Zoomed window:
The bar under the picture is 20 µm long. Window x 23 to 73, y 23 to 73 µm. Cells in grey, sequential cells in the stronger grey; small squares are vias.
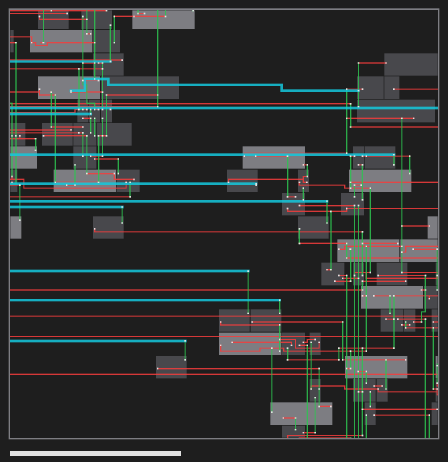
Routed metal per tile:
The bar under the picture is 50 µm long. The die is cut into 38 by 39 equal tiles; black is low, pale yellow is high, scaled to the fullest tile. Values are wire area over tile area, all layers added.
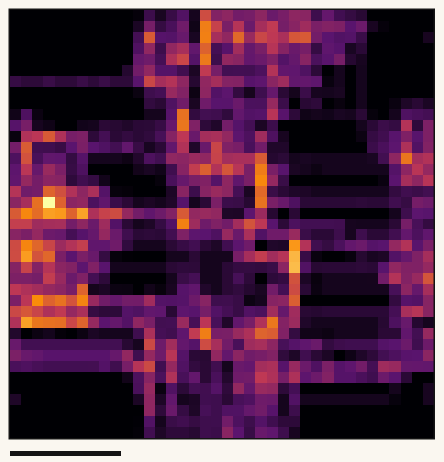
Sequential cells coloured by netlist name:
Other sequential cells in the stronger grey, the rest of the logic in the fainter grey.
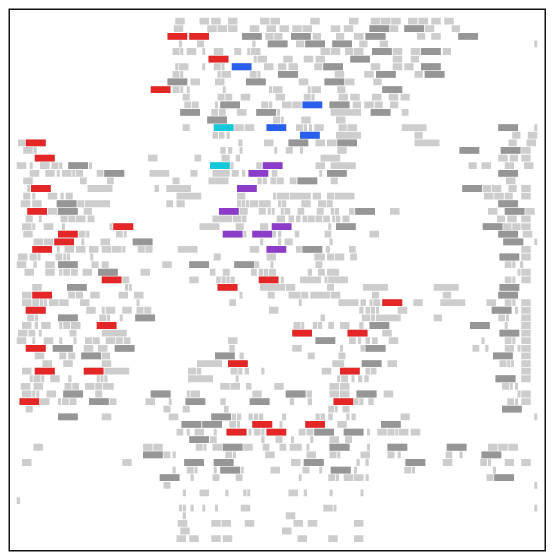
--- src/rtl/mmio_router_if.sv ---
// mmio_router_if -- bundle of every bus signal around the MMIO router.
//   m_*  : CPU data port (req/ready handshake, one access at a time)
//   s_*  : fan-out to NUM_SLV peripherals (one-hot s_req, shared data lines,
//          per-slave s_ready and packed s_rdata, slice i = slave i)
// Modports:
//   slave  : the router's view (accepts the CPU access, drives the slaves)
//   master : the environment's view (CPU plus peripherals driving the router)
interface mmio_router_if #(
   parameter int NUM_SLV = 8,
   parameter int ADDR_W  = 32,
   parameter int DATA_W  = 32
);
   logic                        m_req;
   logic                        m_we;
   logic [ADDR_W-1:0]           m_addr;
   logic [DATA_W-1:0]           m_wdata;
   logic [DATA_W/8-1:0]         m_wstrb;
   logic                        m_ready;
   logic [DATA_W-1:0]           m_rdata;
   logic                        m_err;
   logic [NUM_SLV-1:0]          s_req;
   logic                        s_we;
   logic [ADDR_W-1:0]           s_addr;
   logic [DATA_W-1:0]           s_wdata;
   logic [DATA_W/8-1:0]         s_wstrb;
   logic [NUM_SLV-1:0]          s_ready;
   logic [NUM_SLV*DATA_W-1:0]   s_rdata;

   modport slave (
      input  m_req, m_we, m_addr, m_wdata, m_wstrb, s_ready, s_rdata,
      output m_ready, m_rdata, m_err, s_req, s_we, s_addr, s_wdata, s_wstrb
   );

   modport master (
      output m_req, m_we, m_addr, m_wdata, m_wstrb, s_ready, s_rdata,
      input  m_ready, m_rdata, m_err, s_req, s_we, s_addr, s_wdata, s_wstrb
   );
endinterface

--- src/rtl/mmio_router.sv ---
// mmio_router -- MMIO interconnect between the CPU data port and NUM_SLV
// peripherals. Decodes addr[REG_MSB:REG_LSB] against per-slave region IDs,
// forwards the access to the lowest matching slave, returns registered read
// data and flags unmapped or timed-out accesses.
// Ports:
//   clock    : system clock, posedge
//   reset    : synchronous, active-low
//   bus      : mmio_router_if.slave (CPU m_* side and slave s_* side)
//   err_code : sticky error code (0 none, 1 bad read, 2 bad write, 3 timeout)
//   err_addr : address of the first recorded error
//   err_clr  : clears err_code/err_addr (a coincident new error still loads)

// Region compare for one slave channel.
module mmio_router_match #(
   parameter int RW = 12
) (
   input  logic [RW-1:0] region,
   input  logic [RW-1:0] base,
   output logic          hit
);
   assign hit = (region == base);
endmodule

module mmio_router #(
   parameter int NUM_SLV = 8,
   parameter int ADDR_W  = 32,
   parameter int DATA_W  = 32,
   parameter int REG_MSB = 31,
   parameter int REG_LSB = 20,
   parameter logic [NUM_SLV*(REG_MSB-REG_LSB+1)-1:0] SLV_BASE = '0,
   parameter int TIMEOUT = 255
) (
   input  logic              clock,
   input  logic              reset,
   mmio_router_if.slave      bus,
   output logic [1:0]        err_code,
   output logic [ADDR_W-1:0] err_addr,
   input  logic              err_clr
);
   localparam int RW     = REG_MSB - REG_LSB + 1;
   localparam int STRB_W = DATA_W / 8;
   localparam int SEL_W  = (NUM_SLV > 1) ? $clog2(NUM_SLV) : 1;
   localparam int CNT_W  = (TIMEOUT > 1) ? $clog2(TIMEOUT) : 1;

   localparam logic [1:0] E_RD = 2'd1;
   localparam logic [1:0] E_WR = 2'd2;
   localparam logic [1:0] E_TO = 2'd3;

   typedef enum logic [1:0] {IDLE, ACCESS, RESP} state_t;

   typedef struct packed {
      logic              we;
      logic [ADDR_W-1:0] addr;
      logic [DATA_W-1:0] wdata;
      logic [STRB_W-1:0] wstrb;
   } req_t;

   state_t             state;
   req_t               req_q;
   logic [SEL_W-1:0]   sel;
   logic [CNT_W-1:0]   cnt;
   logic [NUM_SLV-1:0] s_req_q;
   logic               m_ready_q;
   logic               m_err_q;
   logic [DATA_W-1:0]  m_rdata_q;

   // ---------------- region decode ----------------
   logic [RW-1:0]      region;
   logic [NUM_SLV-1:0] hit;
   logic [SEL_W-1:0]   hit_idx;
   logic               any_hit;

   assign region = bus.m_addr[REG_MSB:REG_LSB];

   for (genvar i = 0; i < NUM_SLV; i++) begin : g_match
      mmio_router_match #(.RW(RW)) u_match (
         .region (region),
         .base   (SLV_BASE[i*RW +: RW]),
         .hit    (hit[i])
      );
   end

   // Scan downward so the lowest matching index wins on shared regions.
   always_comb begin
      hit_idx = '0;
      any_hit = |hit;
      for (int i = NUM_SLV - 1; i >= 0; i--) begin
         if (hit[i]) hit_idx = SEL_W'(i);
      end
   end

   // ---------------- selected slave / error event ----------------
   logic              sel_ready;
   logic [DATA_W-1:0] sel_rdata;
   logic              to_hit;
   logic              new_err;
   logic [1:0]        new_code;
   logic [ADDR_W-1:0] new_addr;

   assign sel_ready = bus.s_ready[sel];
   assign sel_rdata = bus.s_rdata[int'(sel)*DATA_W +: DATA_W];
   assign to_hit    = (TIMEOUT != 0) && (cnt == CNT_W'(TIMEOUT - 1));

   always_comb begin
      new_err  = 1'b0;
      new_code = 2'd0;
      new_addr = req_q.addr;
      if (state == IDLE && bus.m_req && !any_hit) begin
         new_err  = 1'b1;
         new_code = bus.m_we ? E_WR : E_RD;
         new_addr = bus.m_addr;
      end else if (state == ACCESS && !sel_ready && to_hit) begin
         new_err  = 1'b1;
         new_code = E_TO;
      end
   end

   // ---------------- FSM, datapath and error register ----------------
   always_ff @(posedge clock) begin
      if (!reset) begin
         state     <= IDLE;
         req_q     <= '0;
         sel       <= '0;
         cnt       <= '0;
         s_req_q   <= '0;
         m_ready_q <= 1'b0;
         m_err_q   <= 1'b0;
         m_rdata_q <= '0;
         err_code  <= 2'd0;
         err_addr  <= '0;
      end else begin
         case (state)
            IDLE: begin
               if (bus.m_req) begin
                  req_q <= '{we: bus.m_we, addr: bus.m_addr,
                             wdata: bus.m_wdata, wstrb: bus.m_wstrb};
                  cnt   <= '0;
                  if (any_hit) begin
                     sel     <= hit_idx;
                     s_req_q <= NUM_SLV'(1) << hit_idx;
                     state   <= ACCESS;
                  end else begin
                     m_ready_q <= 1'b1;
                     m_err_q   <= 1'b1;
                     m_rdata_q <= '0;
                     state     <= RESP;
                  end
               end
            end
            ACCESS: begin
               if (sel_ready) begin
                  s_req_q   <= '0;
                  m_ready_q <= 1'b1;
                  m_err_q   <= 1'b0;
                  m_rdata_q <= req_q.we ? '0 : sel_rdata;
                  state     <= RESP;
               end else if (to_hit) begin
                  s_req_q   <= '0;
                  m_ready_q <= 1'b1;
                  m_err_q   <= 1'b1;
                  m_rdata_q <= '0;
                  state     <= RESP;
               end else begin
                  cnt <= cnt + 1'b1;
               end
            end
            RESP: begin
               m_ready_q <= 1'b0;
               m_err_q   <= 1'b0;
               m_rdata_q <= '0;
               state     <= IDLE;
            end
            default: state <= IDLE;
         endcase

         // First error is sticky; a clear in the same cycle as a new error
         // lets the new error through.
         if (new_err && (err_code == 2'd0 || err_clr)) begin
            err_code <= new_code;
            err_addr <= new_addr;
         end else if (err_clr) begin
            err_code <= 2'd0;
            err_addr <= '0;
         end
      end
   end

   assign bus.m_ready = m_ready_q;
   assign bus.m_err   = m_err_q;
   assign bus.m_rdata = m_rdata_q;
   assign bus.s_req   = s_req_q;
   assign bus.s_we    = req_q.we;
   assign bus.s_addr  = req_q.addr;
   assign bus.s_wdata = req_q.wdata;
   assign bus.s_wstrb = req_q.wstrb;
endmodule

--- src/flat_wrapper.sv ---
// flat-port wrapper written by rule: the top's interface ports become plain ports
module mmio_router_flat 
#(
   parameter int NUM_SLV = 8,
   parameter int ADDR_W  = 32,
   parameter int DATA_W  = 32,
   parameter int REG_MSB = 31,
   parameter int REG_LSB = 20,
   parameter logic [NUM_SLV*(REG_MSB-REG_LSB+1)-1:0] SLV_BASE = '0,
   parameter int TIMEOUT = 255
)
  (clock, reset, err_code, err_addr, err_clr, bus_m_req, bus_m_we, bus_m_addr, bus_m_wdata, bus_m_wstrb, bus_s_ready, bus_s_rdata, bus_m_ready, bus_m_rdata, bus_m_err, bus_s_req, bus_s_we, bus_s_addr, bus_s_wdata, bus_s_wstrb);
  mmio_router_if #(.NUM_SLV(NUM_SLV), .ADDR_W(ADDR_W), .DATA_W(DATA_W)) bus_i ();
  input  logic clock;
  input  logic reset;
  output logic [1:0] err_code;
  output logic [ADDR_W-1:0] err_addr;
  input  logic err_clr;
  input wire logic [$bits(bus_i.m_req)-1:0] bus_m_req;
  input wire logic [$bits(bus_i.m_we)-1:0] bus_m_we;
  input wire logic [$bits(bus_i.m_addr)-1:0] bus_m_addr;
  input wire logic [$bits(bus_i.m_wdata)-1:0] bus_m_wdata;
  input wire logic [$bits(bus_i.m_wstrb)-1:0] bus_m_wstrb;
  input wire logic [$bits(bus_i.s_ready)-1:0] bus_s_ready;
  input wire logic [$bits(bus_i.s_rdata)-1:0] bus_s_rdata;
  output wire logic [$bits(bus_i.m_ready)-1:0] bus_m_ready;
  output wire logic [$bits(bus_i.m_rdata)-1:0] bus_m_rdata;
  output wire logic [$bits(bus_i.m_err)-1:0] bus_m_err;
  output wire logic [$bits(bus_i.s_req)-1:0] bus_s_req;
  output wire logic [$bits(bus_i.s_we)-1:0] bus_s_we;
  output wire logic [$bits(bus_i.s_addr)-1:0] bus_s_addr;
  output wire logic [$bits(bus_i.s_wdata)-1:0] bus_s_wdata;
  output wire logic [$bits(bus_i.s_wstrb)-1:0] bus_s_wstrb;
  assign bus_i.m_req = bus_m_req;
  assign bus_i.m_we = bus_m_we;
  assign bus_i.m_addr = bus_m_addr;
  assign bus_i.m_wdata = bus_m_wdata;
  assign bus_i.m_wstrb = bus_m_wstrb;
  assign bus_i.s_ready = bus_s_ready;
  assign bus_i.s_rdata = bus_s_rdata;
  assign bus_m_ready = bus_i.m_ready;
  assign bus_m_rdata = bus_i.m_rdata;
  assign bus_m_err = bus_i.m_err;
  assign bus_s_req = bus_i.s_req;
  assign bus_s_we = bus_i.s_we;
  assign bus_s_addr = bus_i.s_addr;
  assign bus_s_wdata = bus_i.s_wdata;
  assign bus_s_wstrb = bus_i.s_wstrb;
  mmio_router #(.NUM_SLV(NUM_SLV), .ADDR_W(ADDR_W), .DATA_W(DATA_W), .REG_MSB(REG_MSB), .REG_LSB(REG_LSB), .SLV_BASE(SLV_BASE), .TIMEOUT(TIMEOUT)) u_core (.clock(clock), .reset(reset), .bus(bus_i), .err_code(err_code), .err_addr(err_addr), .err_clr(err_clr));
endmodule
--- config.mk ---
export PLATFORM = sky130hd
export DESIGN_NAME = mmio_router_flat
export DESIGN_NICKNAME = d
export VERILOG_FILES = /design/src/rtl/mmio_router_if.sv /design/src/rtl/mmio_router.sv /design/src/flat_wrapper.sv
export SDC_FILE = /design/constraint.sdc
export NUM_CORES = 1
export LEC_CHECK = 0
export CORE_AREA = 2 2 189 191
export DETAILED_ROUTE_END_ITERATION = 12
export DIE_AREA = 0 0 191 193
export PLACE_DENSITY = 0.5
export SYNTH_ARGS = -nofsm -noshare
export SYNTH_HDL_FRONTEND = slang
export SYNTH_SLANG_ARGS = --single-unit
export TNS_END_PERCENT = 50
--- constraint.sdc ---
create_clock -name clock -period 2.2 [get_ports clock]
set_input_delay 0.44 -clock clock [delete_from_list [all_inputs] [get_ports clock]]
set_output_delay 0.44 -clock clock [all_outputs]
set_load 0.005 [all_outputs]
==> Flow_metrics.wiki <==
=== Physical design figures ===
{| class="wikitable"
! Metric !! Value
|-
| Outcome || complete, no violations
|-
| Global-route layer with the greatest usage || met2
|-
| Post-Layout Inst Area || 9640 µm²
|-
| Multi-input combinational gate total || 450
|-
| Clock buffers || 17
|-
| Well-Tap Cells || 461
|-
| Met1 Wirelength || 9.93 mm
|-
| Crit share post-route || roughly nine tenths
|-
| First-pass iteration count of the detailed router || 4
|-
| GR Layer Usage met3 || 4.98%
|-
| Kind of end point of the critical path || register
|-
| Post-synthesis instance area || 5960 µm²
|-
| Ordered list of cells on the worst path || clkdlybuf4s50_1 > or3b_4 > a31oi_4 > buf_12 > mux2i_1 > nor2_1 > o21a_1
|-
| Clock share of power || 43.1%
|-
| Met1 routing resource usage after global routing || ~15%
|-
| Most frequent logic cells in the routed design || sky130_fd_sc_hd__clkdlybuf4s50_1, sky130_fd_sc_hd__dfxtp_1, sky130_fd_sc_hd__nand2_1
|-
| CTS tree || built
|-
| Power drawn by the sequential cells || 2.86 mW
|-
| Port bufs || approximately 240
|-
| Crit path DAT || roughly 2.3 ns
|-
| Post-CTS Setup Repair Bufs || 0
|-
| Reg-to-reg slack, setup || approximately 0.22 ns
|-
| Average routed wire per standard cell || 15.7 µm
|-
| Fraction of area in registers || slightly above 30%
|-
| Count of flip-flops with a built-in enable after synthesis || 0
|-
| Shortest period the worst path allows || 2.01 ns
|-
| Tally of yosys warning messages || 0
|-
| Compound-gate portion of the synthesized area || a little under a quarter
|-
| Number of nets still failing antenna checks after routing || 0
|-
| Setup Crit Path Kind || input pin to register
|-
| Total detailed-routing wirelength || 21.5 mm
|-
| IO Count || 482
|-
| Worst IR Drop VDD || 549 µV
|-
| WHS Endpoint || u_core.err_addr[13]$_SDFFE_PN0P_
|-
| Commonest non-fill, non-tap cell in the layout || sky130_fd_sc_hd__clkdlybuf4s50_1
|-
| Core Util at FP || 17.0%
|-
| Cell area reported after detailed placement || 9070 µm²
|-
| Path type of the worst min-delay path || input pin to register
|-
| Clock slew seen by the registers of the worst setup and hold paths || approximately 0.07 ns
|-
| Area share, top type || 49.7%
|-
| Power Clock || 2.88 mW
|-
| Cells after Synth || 652
|-
| Critical Path Start Type || input pin
|-
| Clock Sink Count || 148
|-
| Area figure in the yosys stat output || between 5000 and 6000 µm²
|-
| Fmax || 499 MHz
|-
| Comb area share || 28.3%
|-
| Distinct cell type count of the synthesized netlist || ~44
|-
| Worst path buffer plus inverter count || 2
|-
| Via count || 5378
|-
| Post-route DRC || 0
|-
| Global-route usage over all layers || 11.6%
|-
| Die Area || between 30000 and 40000 µm²
|-
| Gpl congestion || 0.694
|-
| R2R Path End || u_core.err_addr[20]$_SDFFE_PN0P_
|-
| Slowest stage cell on the critical path || sky130_fd_sc_hd__clkdlybuf4s50_1
|-
| Combinational group share of total power || 14.2%
|}
## Picture notes: 'zoomed window'
Red marks M1. Cyan marks M3. Green marks M2.
Netlist names of flops here include u_core.bus.s_wdata (8), u_core.err_addr (3). 54 logic cells have their middle in the window. Most frequent: dfxtp_1 (12), clkdlybuf4s50_1 (11), nand2_1 (10). Sequential cells in the window: 12.

## Picture notes: 'routed metal per tile'
24% of the tiles are nearly empty. 6.5% of the tiles are over half the peak. The fullest tile reaches 0.48. The emptiest ninth of the die: north-west. The mean over all tiles is 0.094.

## Picture notes: 'sequential cells coloured by netlist name'
Blue marks u_core.bus.s_wstrb, placed flops 4, where north. Cyan marks u_core.err_code, placed flops 2. Purple marks u_core.cnt, placed flops 8, where centre. Red marks u_core.bus.s_addr, placed flops 32.
Another 102 sequential cells are not coloured.

Power figures rest on the tool's default switching activity, not on a simulated workload.
